$ cat src/rtl/aes128_dsp_ctrl.sv
// aes128_dsp_ctrl: round sequencer for an iterative AES-128 datapath
module aes128_dsp_ctrl #(
  parameter int NR      = 10,
  parameter int RND_LAT = 4
) (
  input  logic       CLK,
  input  logic       RSTN,
  input  logic       IN_VALID,
  output logic       IN_READY,
  input  logic       ABORT,
  output logic       OUT_VALID,
  input  logic       OUT_READY,
  output logic       SEL_IN,
  output logic       DP_EN,
  output logic [3:0] ROUND_IDX,
  output logic [2:0] PHASE,
  output logic       LAST_ROUND,
  output logic [7:0] RCON,
  output logic       BUSY
);
  typedef enum logic [1:0] {IDLE, RUN, DONE} state_t;
  localparam logic [15:0][7:0] RCON_TAB = {8'h00, 8'h4D, 8'hAB, 8'hD8, 8'h6C, 8'h36, 8'h1B, 8'h80,
                                           8'h40, 8'h20, 8'h10, 8'h08, 8'h04, 8'h02, 8'h01, 8'h00};
  state_t     state, state_n;
  logic [3:0] round, round_n;
  logic [2:0] phase, phase_n;
  logic       run, wrap, fin;
  // Output decode: only IN_READY/SEL_IN (and DP_EN through SEL_IN) see the inputs
  always_comb begin
    run        = state == RUN;
    wrap       = phase == 3'(RND_LAT - 1);
    fin        = round == 4'(NR);
    IN_READY   = state == IDLE && RSTN && !ABORT;
    SEL_IN     = IN_VALID && IN_READY;
    DP_EN      = SEL_IN || run;
    OUT_VALID  = state == DONE;
    BUSY       = state != IDLE;
    LAST_ROUND = run && fin;
    ROUND_IDX  = round;
    PHASE      = phase;
    RCON       = run ? RCON_TAB[round] : 8'h00;
  end
  // Next state: abort wins, then accept, round stepping, and the output handshake
  always_comb begin
    state_n = state;
    round_n = round;
    phase_n = phase;
    if (ABORT) begin
      state_n = IDLE;
      round_n = '0;
      phase_n = '0;
    end else if (state == IDLE && IN_VALID) begin
      state_n = RUN;
      round_n = 4'd1;
      phase_n = '0;
    end else if (run) begin
      phase_n = wrap ? 3'd0 : phase + 3'd1;
      if (wrap) begin
        state_n = fin ? DONE : RUN;
        round_n = fin ? round : round + 4'd1;
      end
    end else if (state == DONE && OUT_READY) begin
      state_n = IDLE;
      round_n = '0;
    end
  end
  // State register with synchronous active-low reset
  always_ff @(posedge CLK) begin
    if (!RSTN) begin
      state <= IDLE;
      round <= '0;
      phase <= '0;
    end else begin
      state <= state_n;
      round <= round_n;
      phase <= phase_n;
    end
  end
endmodule

$ cat config.mk
export PLATFORM = sky130hd
export DESIGN_NAME = aes128_dsp_ctrl
export DESIGN_NICKNAME = d
export VERILOG_FILES = /design/src/rtl/aes128_dsp_ctrl.sv
export SDC_FILE = /design/constraint.sdc
export NUM_CORES = 1
export LEC_CHECK = 0
export CAP_MARGIN = 20
export CORE_MARGIN = 1
export CORE_UTILIZATION = 45
export CTS_CLUSTER_DIAMETER = 60
export CTS_CLUSTER_SIZE = 12
export DETAILED_ROUTE_END_ITERATION = 10
export HOLD_SLACK_MARGIN = 0.06
export PLACE_DENSITY = 0.76
export SYNTH_ARGS = -nofsm -noshare
export SYNTH_HDL_FRONTEND = slang
export SYNTH_SLANG_ARGS = --single-unit
export TNS_END_PERCENT = 100
$ cat constraint.sdc
create_clock -name CLK -period 1.6 [get_ports CLK]
set_input_delay 0.24 -clock CLK [delete_from_list [all_inputs] [get_ports CLK]]
set_output_delay 0.24 -clock CLK [all_outputs]
set_load 0.03 [all_outputs]
run_1/wires.png
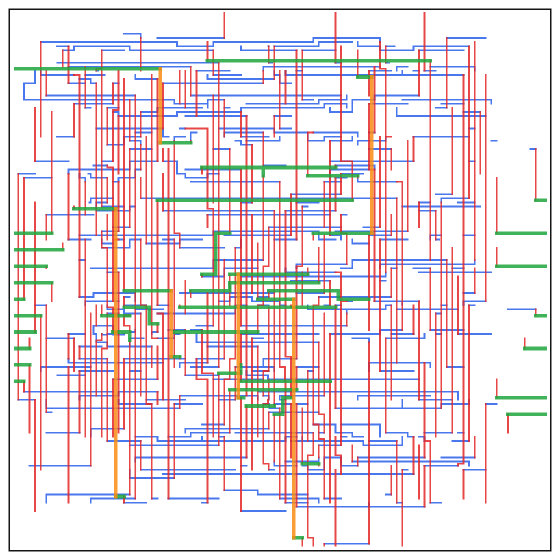
Blue is metal 1, wire length 1200 um. Orange is metal 4, wire length 78.2 um. Red is metal 2, wire length 1570 um. Green is metal 3, wire length 204 um.

run_1/placement_by_type.png
Bar = 10 um.
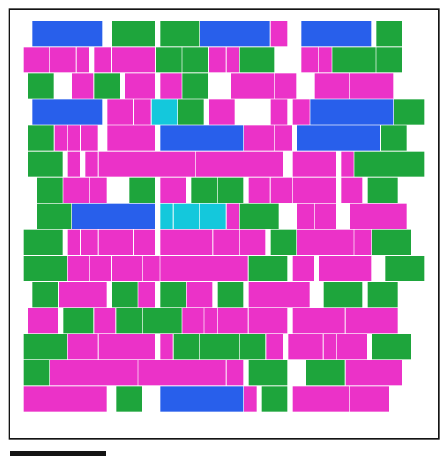
Blue is sequential cells, cells 9. Green is remaining buffers and delay cells, cells 49. Cyan is clock drivers and dummy loads, cells 4. Magenta is combinational and other logic, cells 88.

==> Changelog: implementation, run 1 <==
### Implementation results

- Flip-flops: 9
- Peak fanout along the critical path: 4
- Max-Cap Viols: 0
- Largest cell class: logic gates
- Top cell excl fill/tap: buf_4
- Met2 wire len: 1570 um
- Final worst setup slack: -0.134 ns
- GRT busiest layer: met2
- Failing checks: negative setup slack
- Flop share of the area: 13.1%
- Top-count cell post-synth: a21oi_1
- M1 wire length: 1200 um
- Latency at later pin: around 0.26 ns
- Period utilisation layout: 108%
- DR WL met3: 203 um
- Commonest flop: dfxtp_1
- Synth warnings: 0
- Setup Buffers After CTS: 6
- Max Clock Skew: around 0.0015 ns
- Status: finished with violations
- CTS Root Cell: clkbuf_4
- Reg2Reg Setup Slack: ~0.050 ns
- Register area: 199 sq um
- Initial DRT Pass Iterations: 4
- Area Growth Syn to Fin: 85.2%
- Lkg Pwr: 0.644 nW
- Inverter count: 6
- Signal buffers: about 50
- Ys async rst share: 0%
- Combinational Gates: ~82
- Pwr/cell area: ~360 mW/mm^2
- Resized Gates After CTS: 44
- Most frequent cells in the layout: 25 x buf_4, 12 x buf_6, 7 x nand3_1
- Post-route cell area: 0.00152 sq mm
- Die ar.: 0.00199 sq mm
- Worst setup startpoint: ROUND_IDX[1]
- Final setup viols: 8
- IO Port Bufs: 25
- Bufs on Longest Clock Path: 2
- Setup TNS: -0.818 ns
- Core Footprint: around 0.0017 sq mm
run_1/power_grid.png
Bar = 10 um. Pins as bars on the die edge. Tap cells in gray.
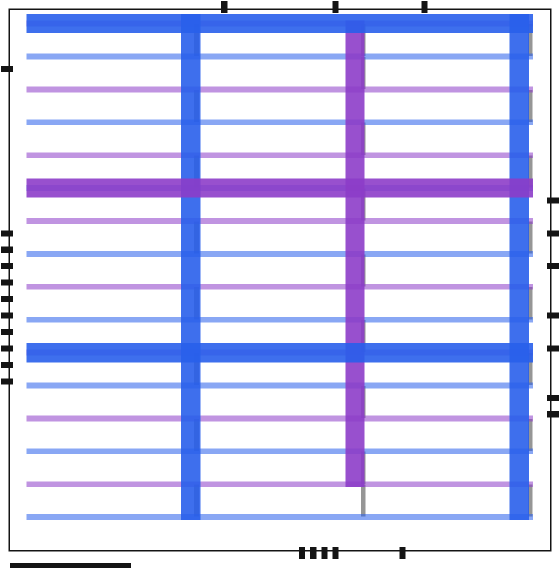
Blue is VSS. Purple is VDD.
3 straps on met5. 25 tap cells. 3 straps on met4.

run_1/clk_routes.png
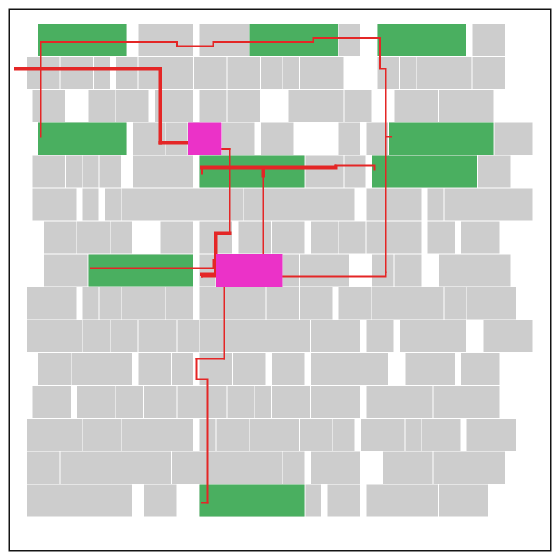
Green is flip-flops, count 9. Red is clock wires, length 173 um. Magenta is clock drivers, count 3.
There are 4 routed clock nets.

[run 1: report_power, final]
group	leakage, nW	internal (W)	switching (W)
Combinational	0.552	0.0000622	0.0000649
Clock	0.0150	0.0000964	0.0000961
Sequential	0.0766	0.000220	0.00000695
Total	0.644	0.000379	0.000168
[run 1: critical path, stage by stage, from the launching register on]
cell and delay [ns]:
dfxtp_4 0.40, inv_4 0.07, ha_4 0.28, buf_6 0.11, nand3_4 0.08, a21oi_4 0.14
buf_6 0.15
[run 1: state kept, by name, summed over array words and instances (netlist names)]
signal	cells
state	2
ROUND_IDX	4
PHASE	3
[run 1: cell families after synthesis]
| logic type | share of synthesized area [%] |
|---|---|
| compound gates | 19.0 |
| fa+ha+maj | 12.2 |
| buf+inv | 7.34 |
| flops | 22.0 |
| mux | 7.80 |
| simple gates | 31.7 |
==> inputs of run 2 (changes only) <==
SLEW_MARGIN = 10   (was not set)
run_2/congestion.png
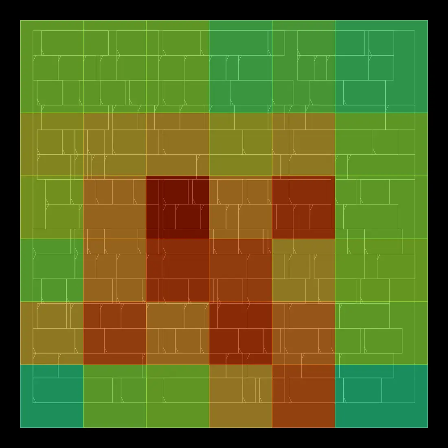
Final Util: 88.7%
M2 GR Usage: 53.8%
GRT Util Overall: 31.1%
Global Route met3 Usage: 4.49%
wire length per cell: 17.4 um

==> Changelog: implementation, run 2 <==
### Implementation results

- Max Clock Skew: around 0.0015 ns
- Post-route cell area: 0.00152 sq mm
- Sequential share of power: 41.5%
- Net switching power: approximately 0.00017 W
- Commonest flop: dfxtp_1
- Core Footprint: 0.00171 sq mm
- Final setup viols: 8
- Clock power share: 35.2%
- Dominant combinational family: simple AND/OR/NAND/NOR gates
- Final worst setup slack: -0.134 ns
- Peak fanout along the critical path: 4
- Synth warnings: 0
- Bufs on Longest Clock Path: 2
- Ys async rst share: 0%
- CTS Root Cell: clkbuf_4
- Setup TNS: -0.818 ns
- Max reg flops: 4
- Combinational group power: 0.000127 W
- Resized Gates After CTS: between 40 and 50
- CP Depth: 6
- Status: finished with violations
- Aoi share: between 10% and 20%
- Power of the sequential group: 0.000227 W
- Initial DRT Pass Iterations: 4
- Latency at later pin: 0.26 ns
- Internal power: 0.000379 W
- Mux frac, synth: 7.80%
- Reg2Reg Setup Slack: 0.05 ns
- Synth Area in Adders: about 12%
- Failing checks: negative setup slack
run_2/placement_by_type.png
Bar = 10 um.
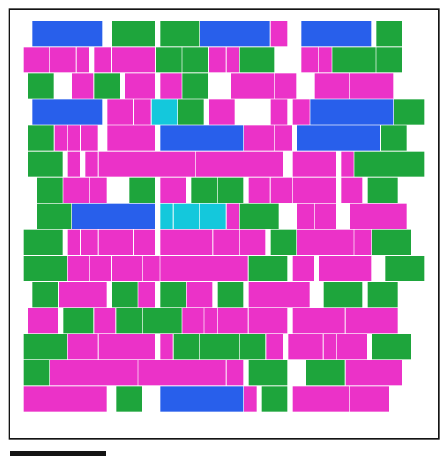
Blue is sequential cells, cells 9. Cyan is clock drivers and dummy loads, cells 4. Green is remaining buffers and delay cells, cells 49. Magenta is combinational and other logic, cells 88.

run 2: metrics by stage:
stage | std cells | util (%) | hold slack, ns
global placement | 159 | 70.3 | 0.455
finish | 175 | 88.7 | 0.407
detailed placement | 159 | 70.3 | 0.461
floorplan | 103 | - | 0.464
global route | 175 | 88.7 | 0.420
CTS | 168 | 83.2 | 0.470
run 2: layout make-up:
type,count,area (sq um)
Timing Repair Buffer,49,458
Clock buffer,4,26.3
Multi-Input combinational cell,82,772
Fill cell,85,193
Inverter,6,28.8
Tap cell,25,31.3
Sequential cell,9,199
run 2: layer usage:
layer | vias to the layer above | global-route usage (%) | part of all wire (%)
met5 | - | 0 | 0
met4 | 0 | 18.2 | 2.6
met3 | 12 | 4.49 | 6.6
met2 | 68 | 53.8 | 51
met1 | 487 | 35.9 | 39
li1 | 464 | - | -
Power is estimated from default activity; no workload was simulated.
